congestion.png
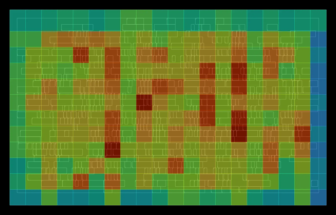
cell_density.png
Bar = 50 um. 14 x 9 tiles, from black (low) to pale yellow (high), 0 to 100% covered.
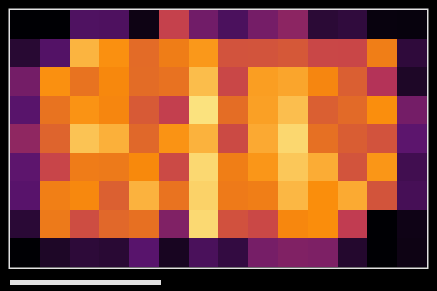
io_fan.png
Bar = 50 um.
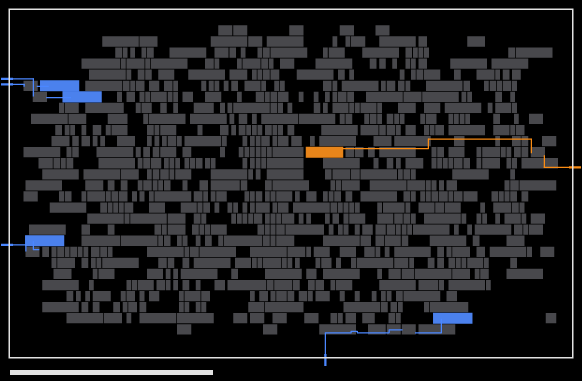
power_grid.png
Bar = 50 um. Pins as bars on the die edge.
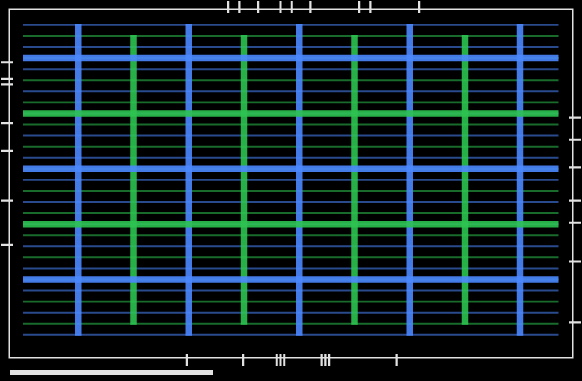
placement_by_type.png
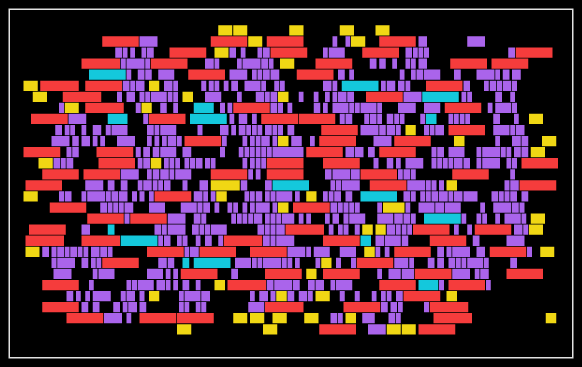
[config.mk]
export PLATFORM = sky130hd
export DESIGN_NAME = keypad_scanner
export DESIGN_NICKNAME = d
export VERILOG_FILES = /design/src/rtl/keypad_pkg.sv /design/src/rtl/keypad_scanner_debounce.sv /design/src/rtl/keypad_scanner.sv
export SDC_FILE = /design/constraint.sdc
export NUM_CORES = 1
export LEC_CHECK = 0
export ABC_AREA = 1
export ABC_CLOCK_PERIOD_IN_PS = 2400
export CAP_MARGIN = 25
export CORE_ASPECT_RATIO = 0.6
export CORE_MARGIN = 3
export CORE_UTILIZATION = 50
export CTS_CLUSTER_DIAMETER = 120
export DETAILED_ROUTE_END_ITERATION = 8
export PLACE_DENSITY_LB_ADDON = 0.3
export SLEW_MARGIN = 10
export SYNTH_ARGS = -nofsm -noshare
export SYNTH_HDL_FRONTEND = slang
export SYNTH_HIERARCHICAL = 1
export SYNTH_SLANG_ARGS = --single-unit
[constraint.sdc]
create_clock -name fpga_clk -period 2.4 [get_ports fpga_clk]
set_input_delay 0.48 -clock fpga_clk [delete_from_list [all_inputs] [get_ports fpga_clk]]
set_output_delay 0.48 -clock fpga_clk [all_outputs]
set_load 0.005 [all_outputs]
[src/rtl/keypad_pkg.sv]
`default_nettype none
// ============================================================================
// Module   : keypad_pkg
// Brief    : Shared types and constants for the 4x4 hex keypad scanner.
// Revision : 1.0 - initial release
// ============================================================================
package keypad_pkg;

  localparam int NUM_KEYS = 16;
  localparam int NUM_COLS = 4;
  localparam int NUM_ROWS = 4;

  typedef logic [3:0] key_idx_t;

  typedef enum logic [1:0] {
    IDLE   = 2'd0,
    SETTLE = 2'd1,
    SAMPLE = 2'd2
  } scan_state_t;

  // Physical position (row*4 + col) to CHIP-8 key, rows: 123C / 456D / 789E / A0BF
  localparam key_idx_t REMAP_TABLE [NUM_KEYS] = '{
    4'h1, 4'h2, 4'h3, 4'hC,
    4'h4, 4'h5, 4'h6, 4'hD,
    4'h7, 4'h8, 4'h9, 4'hE,
    4'hA, 4'h0, 4'hB, 4'hF
  };

endpackage
`default_nettype wire

[src/rtl/keypad_scanner_debounce.sv]
`default_nettype none
// ============================================================================
// Module   : key_debounce
// Brief    : One debounced key bit; flips after DEBOUNCE_SCANS agreeing samples.
// Revision : 1.0 - initial release
// ============================================================================
module key_debounce
  import keypad_pkg::*;
#(
  parameter int DEBOUNCE_SCANS = 4
) (
  input  logic clk,
  input  logic rst_n,
  input  logic sample,
  input  logic sample_en,
  output logic debounced,
  output logic rise
);

  localparam int CW = $clog2(DEBOUNCE_SCANS + 1);

  logic [CW-1:0] cnt_q, cnt_d, cnt_inc;
  logic          db_q, db_d;

  always_comb begin
    cnt_inc = cnt_q + CW'(1);
    cnt_d   = cnt_q;
    db_d    = db_q;
    rise    = 1'b0;
    if (sample_en) begin
      if (sample == db_q) begin
        cnt_d = '0;
      end else if (cnt_inc == CW'(DEBOUNCE_SCANS)) begin
        db_d  = ~db_q;
        cnt_d = '0;
        rise  = sample;
      end else begin
        cnt_d = cnt_inc;
      end
    end
  end

  always_ff @(posedge clk or negedge rst_n) begin
    if (!rst_n) begin
      cnt_q <= '0;
      db_q  <= 1'b0;
    end else begin
      cnt_q <= cnt_d;
      db_q  <= db_d;
    end
  end

  assign debounced = db_q;

endmodule
`default_nettype wire

[src/rtl/keypad_scanner.sv]
`default_nettype none
// ============================================================================
// Module   : keypad_scanner
// Brief    : 4x4 matrix keypad scanner with per-key debounce and press events.
//            Define KEYPAD_REMAP_EN to translate positions to the CHIP-8 layout.
// Revision : 1.0 - initial release
// ============================================================================
module keypad_scanner
  import keypad_pkg::*;
#(
  parameter int SETTLE_CYCLES  = 16,
  parameter int DEBOUNCE_SCANS = 4
) (
  input  logic                fpga_clk,
  input  logic                rst_in,
  input  logic [NUM_ROWS-1:0] row,
  output logic [NUM_COLS-1:0] col,
  output logic [NUM_KEYS-1:0] keymap,
  output logic                key_event,
  output key_idx_t            key_index,
  output logic                scan_done
);

  localparam int SW = $clog2(SETTLE_CYCLES);

  function automatic key_idx_t phys_to_key(input int p);
`ifdef KEYPAD_REMAP_EN
    return REMAP_TABLE[p];
`else
    return key_idx_t'(p);
`endif
  endfunction

  scan_state_t         state_q, state_d;
  logic [SW-1:0]       settle_cnt_q, settle_cnt_d;
  logic [1:0]          col_idx_q, col_idx_d;
  logic [NUM_COLS-1:0] col_q, col_d;
  logic [NUM_ROWS-1:0] row_meta_q, row_sync_q;
  logic                key_event_q, key_event_d;
  key_idx_t            key_index_q, key_index_d;
  logic                scan_done_q, scan_done_d;

  logic [NUM_KEYS-1:0] db_phys, rise_phys;
  logic [NUM_KEYS-1:0] keymap_w, rise_map;
  logic                sample_phase;

  assign sample_phase = (state_q == SAMPLE);

  always_comb begin
    state_d      = state_q;
    settle_cnt_d = settle_cnt_q;
    col_idx_d    = col_idx_q;
    col_d        = col_q;
    scan_done_d  = 1'b0;
    case (state_q)
      IDLE: begin
        state_d      = SETTLE;
        settle_cnt_d = '0;
        col_d        = ~(4'b0001 << col_idx_q);
      end
      SETTLE: begin
        if (settle_cnt_q == SW'(SETTLE_CYCLES - 1)) begin
          state_d      = SAMPLE;
          settle_cnt_d = '0;
        end else begin
          settle_cnt_d = settle_cnt_q + SW'(1);
        end
      end
      SAMPLE: begin
        col_idx_d   = col_idx_q + 2'd1;
        col_d       = ~(4'b0001 << col_idx_d);
        scan_done_d = (col_idx_q == 2'd3);
        state_d     = SETTLE;
      end
      default: begin
        state_d = IDLE;
      end
    endcase
  end

  always_ff @(posedge fpga_clk or negedge rst_in) begin
    if (!rst_in) begin
      state_q      <= IDLE;
      settle_cnt_q <= '0;
      col_idx_q    <= '0;
      col_q        <= 4'b1111;
      row_meta_q   <= 4'b1111;
      row_sync_q   <= 4'b1111;
      key_event_q  <= 1'b0;
      key_index_q  <= '0;
      scan_done_q  <= 1'b0;
    end else begin
      state_q      <= state_d;
      settle_cnt_q <= settle_cnt_d;
      col_idx_q    <= col_idx_d;
      col_q        <= col_d;
      row_meta_q   <= row;
      row_sync_q   <= row_meta_q;
      key_event_q  <= key_event_d;
      key_index_q  <= key_index_d;
      scan_done_q  <= scan_done_d;
    end
  end

  // Cells are indexed by physical position; rows are active-low
  for (genvar p = 0; p < NUM_KEYS; p++) begin : g_key
    key_debounce #(
      .DEBOUNCE_SCANS(DEBOUNCE_SCANS)
    ) u_debounce (
      .clk      (fpga_clk),
      .rst_n    (rst_in),
      .sample   (~row_sync_q[p / NUM_COLS]),
      .sample_en(sample_phase && (col_idx_q == 2'(p % NUM_COLS))),
      .debounced(db_phys[p]),
      .rise     (rise_phys[p])
    );
  end

  always_comb begin
    keymap_w = '0;
    rise_map = '0;
    for (int p = 0; p < NUM_KEYS; p++) begin
      keymap_w[phys_to_key(p)] = db_phys[p];
      rise_map[phys_to_key(p)] = rise_phys[p];
    end
  end

  // Descending scan so the lowest keymap bit wins
  always_comb begin
    key_event_d = |rise_map;
    key_index_d = key_index_q;
    for (int k = NUM_KEYS - 1; k >= 0; k--) begin
      if (rise_map[k]) key_index_d = key_idx_t'(k);
    end
  end

  assign col       = col_q;
  assign keymap    = keymap_w;
  assign key_event = key_event_q;
  assign key_index = key_index_q;
  assign scan_done = scan_done_q;

endmodule
`default_nettype wire

==> flow_summary_export.csv <==
group,metric,value,unit
layout,diodes,0,
layout,nClkBuffers,12,
power_and_ir_drop,internal_power,2338,uW
power_and_ir_drop,combPwrFrac,2.7,%
grt,grt_max_degree,45,
power_and_ir_drop,p_total,2991,uW
outcome,status,"completed",
grt,grt_pass1_wl,18410,um
flow_run,warnings,45,
grt,top_usage_layer,"met2",
power_and_ir_drop,seq_cell_power,1540,uW
routing,routed_wl,10670,um
synth,simple_gate_area_share,32.22,%
synth,yosys_area,0.005235,mm^2
die,taps,135,
clock_tree,clkTransAtPathRegs,0.07,ns
synth,synthXorXnorAreaFrac,0.5019,%
critical_path,cpLargestDelayFamily,"simple AND/OR/NAND/NOR gates",
synth,ys_seq_share,43.31,%
clock_tree,holdBufCountCts,0,
grt,overflow,0,
critical_path,cp-start-kind,"register",
synth,ys_top_logic_family,"simple AND/OR/NAND/NOR gates",
layout,nNonClkBuffers,55,
layout,logic_gates,432,
clock_tree,cts_tree,"built",
critical_path,slowest_delay,0.39,ns
layout,comb_area,0.002557,mm^2
layout,layout_top_cells,"nand2_1, inv_1, dfrtp_1",
critical_path,cp-endpoint,"key_index[0]",
layout,comb_share,40.86,%
synth,yosysWarnings,6,
grt,grt_usage,19.23,%
synth,ys_cells,647,
synth,synth.top_cells.by_count,"nand2_1, inv_1, dfrtp_1",
synth,synthesis.nets,690,
clock_tree,clock_latency,0.34,ns
timing,hold_ws,0.1486,ns
die,die_w,138.1,um
critical_path,worstPathCellList,"buf_4 -> ha_1 -> inv_2 -> nor2_4 -> nand2_2 -> nor2_4 -> nand3_1 -> inv_1 -> nor2_2 -> nand3_2 -> nor4_4 -> nand2_1 -> clkinv_2 -> nor2_2 -> nand2_1 -> nand2_1",
critical_path,crit_cells,16,
routing,drcViolationCount,0,
power_and_ir_drop,p_clk,1370,uW
synth,synth.distinct_cells,22,
layout,drive_gt1_share,24.13,%
layout,top_register,"g_key.u_debounce/cnt_q",
worst_hold_path,min_path_type,"in2async",
grt,use_met1,26.15,%
synth,synthFlopType,"dfrtp_1",
layout,finalNonFillerCells,852,
die,chip_area,0.01177,mm^2
timing,tightestPinTransition,0.6042,ns
synth,ys_sh_adder,8.843,%
power_and_ir_drop,p_leak,0.002981,uW
grt,antenna_found_initial,0,
place,place_area,0.005829,mm^2
synth,area_leaders,"dfrtp_1, nand2_1, ha_1",
power_and_ir_drop,p_clk_share,45.6,%
synth,ys.flops,90,
layout,largest_cell_class,"multi-input combinational cells",
timing,final.min_clock_period,2.259,ns
routing,vias,4078,
clock_tree,cts_resized,0,
layout,clk_share,4.657,%
critical_path,cp_data_required_time,2.64,ns
grt,grt_pass1_vias,4010,
synth,syn-instance-count,647,
critical_path,r2r_cells,16,
place,place.gp.congestion,0.8147,
power_and_ir_drop,power.switching,653.1,uW
layout,nNetsFinal,755,
synth,synthArstFlopShare,100.0,%
power_and_ir_drop,pg_comb,81.6,uW
routing,first_pass_iters,4,
timing,hold_viol,0,
clock_tree,cts_root_buffer,"clkbuf_16",
timing,relSlewSlack,59.72,%
place,dp.cells,826,
timing,drv_slew,0,
synth,synthAoiAreaFrac,6.119,%
power_and_ir_drop,seq_power_share,51.6,%
critical_path,worst_setup_path_end_kind,"register",
clock_tree,clockBufferDepth,2,
layout,n_fill_cell,866,
clock_tree,cts_buffers,9,
synth,most_common_cell,"nand2_1",
critical_path,worst_r2r_endpoint,"key_index[0]",
critical_path,worst-path-max-fanout,5,
power_and_ir_drop,maxPowerGroup,"sequential cells",
routing,viasPerCell,4.786,
layout,largest_register_ff_count,48,
synth,yosysTopAreaCell,"dfrtp_1",
critical_path,critPathMostFrequentCell,"nand2_1",
layout,ff_count,90,
critical_path,crit_type,"reg2reg",
clock_tree,cts.sink_count,90,
routing,met2_length,4818,um
place,hpwl,7992,um
Back to the opening pictures, congestion.png:
met2 Resource Use GR: 30.84%
final core utilization: 62.48%
met3 Usage GRT: 4.955%

Back to the opening pictures, cell_density.png:
densest ninth of the die: center
tiles over 75% full: 24%
nearly empty tiles: 4.0%
fullest tile: 94%
Floorplan Utilization: 52.25%
core area: 0.01002 mm^2

Back to the opening pictures, io_fan.png:
[orange] key_event | direction: output | edge: east | end cells: 1 | buffers: 1 | wire: 61.3 um
[blue] row | direction: input | edge: 3 west, 1 south | end cells: 4 | buffers: 4 | wire: 65.8 um
I/O Pins: 32
Port Buffers: 31

Back to the opening pictures, power_grid.png:
[green] VDD
[blue] VSS
rows: 28
met1 rails: 29
met5 straps: 5
met4 straps: 9
peak supply drop: 0.0003967 V
die height: 85.26 um

Back to the opening pictures, placement_by_type.png:
[yellow] other buffers and delay cells | cells: 55 | share of their area: 8.3%
[purple] combinational and other logic | cells: 556 | share of their area: 50%
[cyan] clock drivers and dummy loads | cells: 16 | share of their area: 4.8%
[red] flops | cells: 90 | share of their area: 37%
Seq area share: 36.22%
cell area after layout: 0.006260 mm^2
Cell Rows: 28

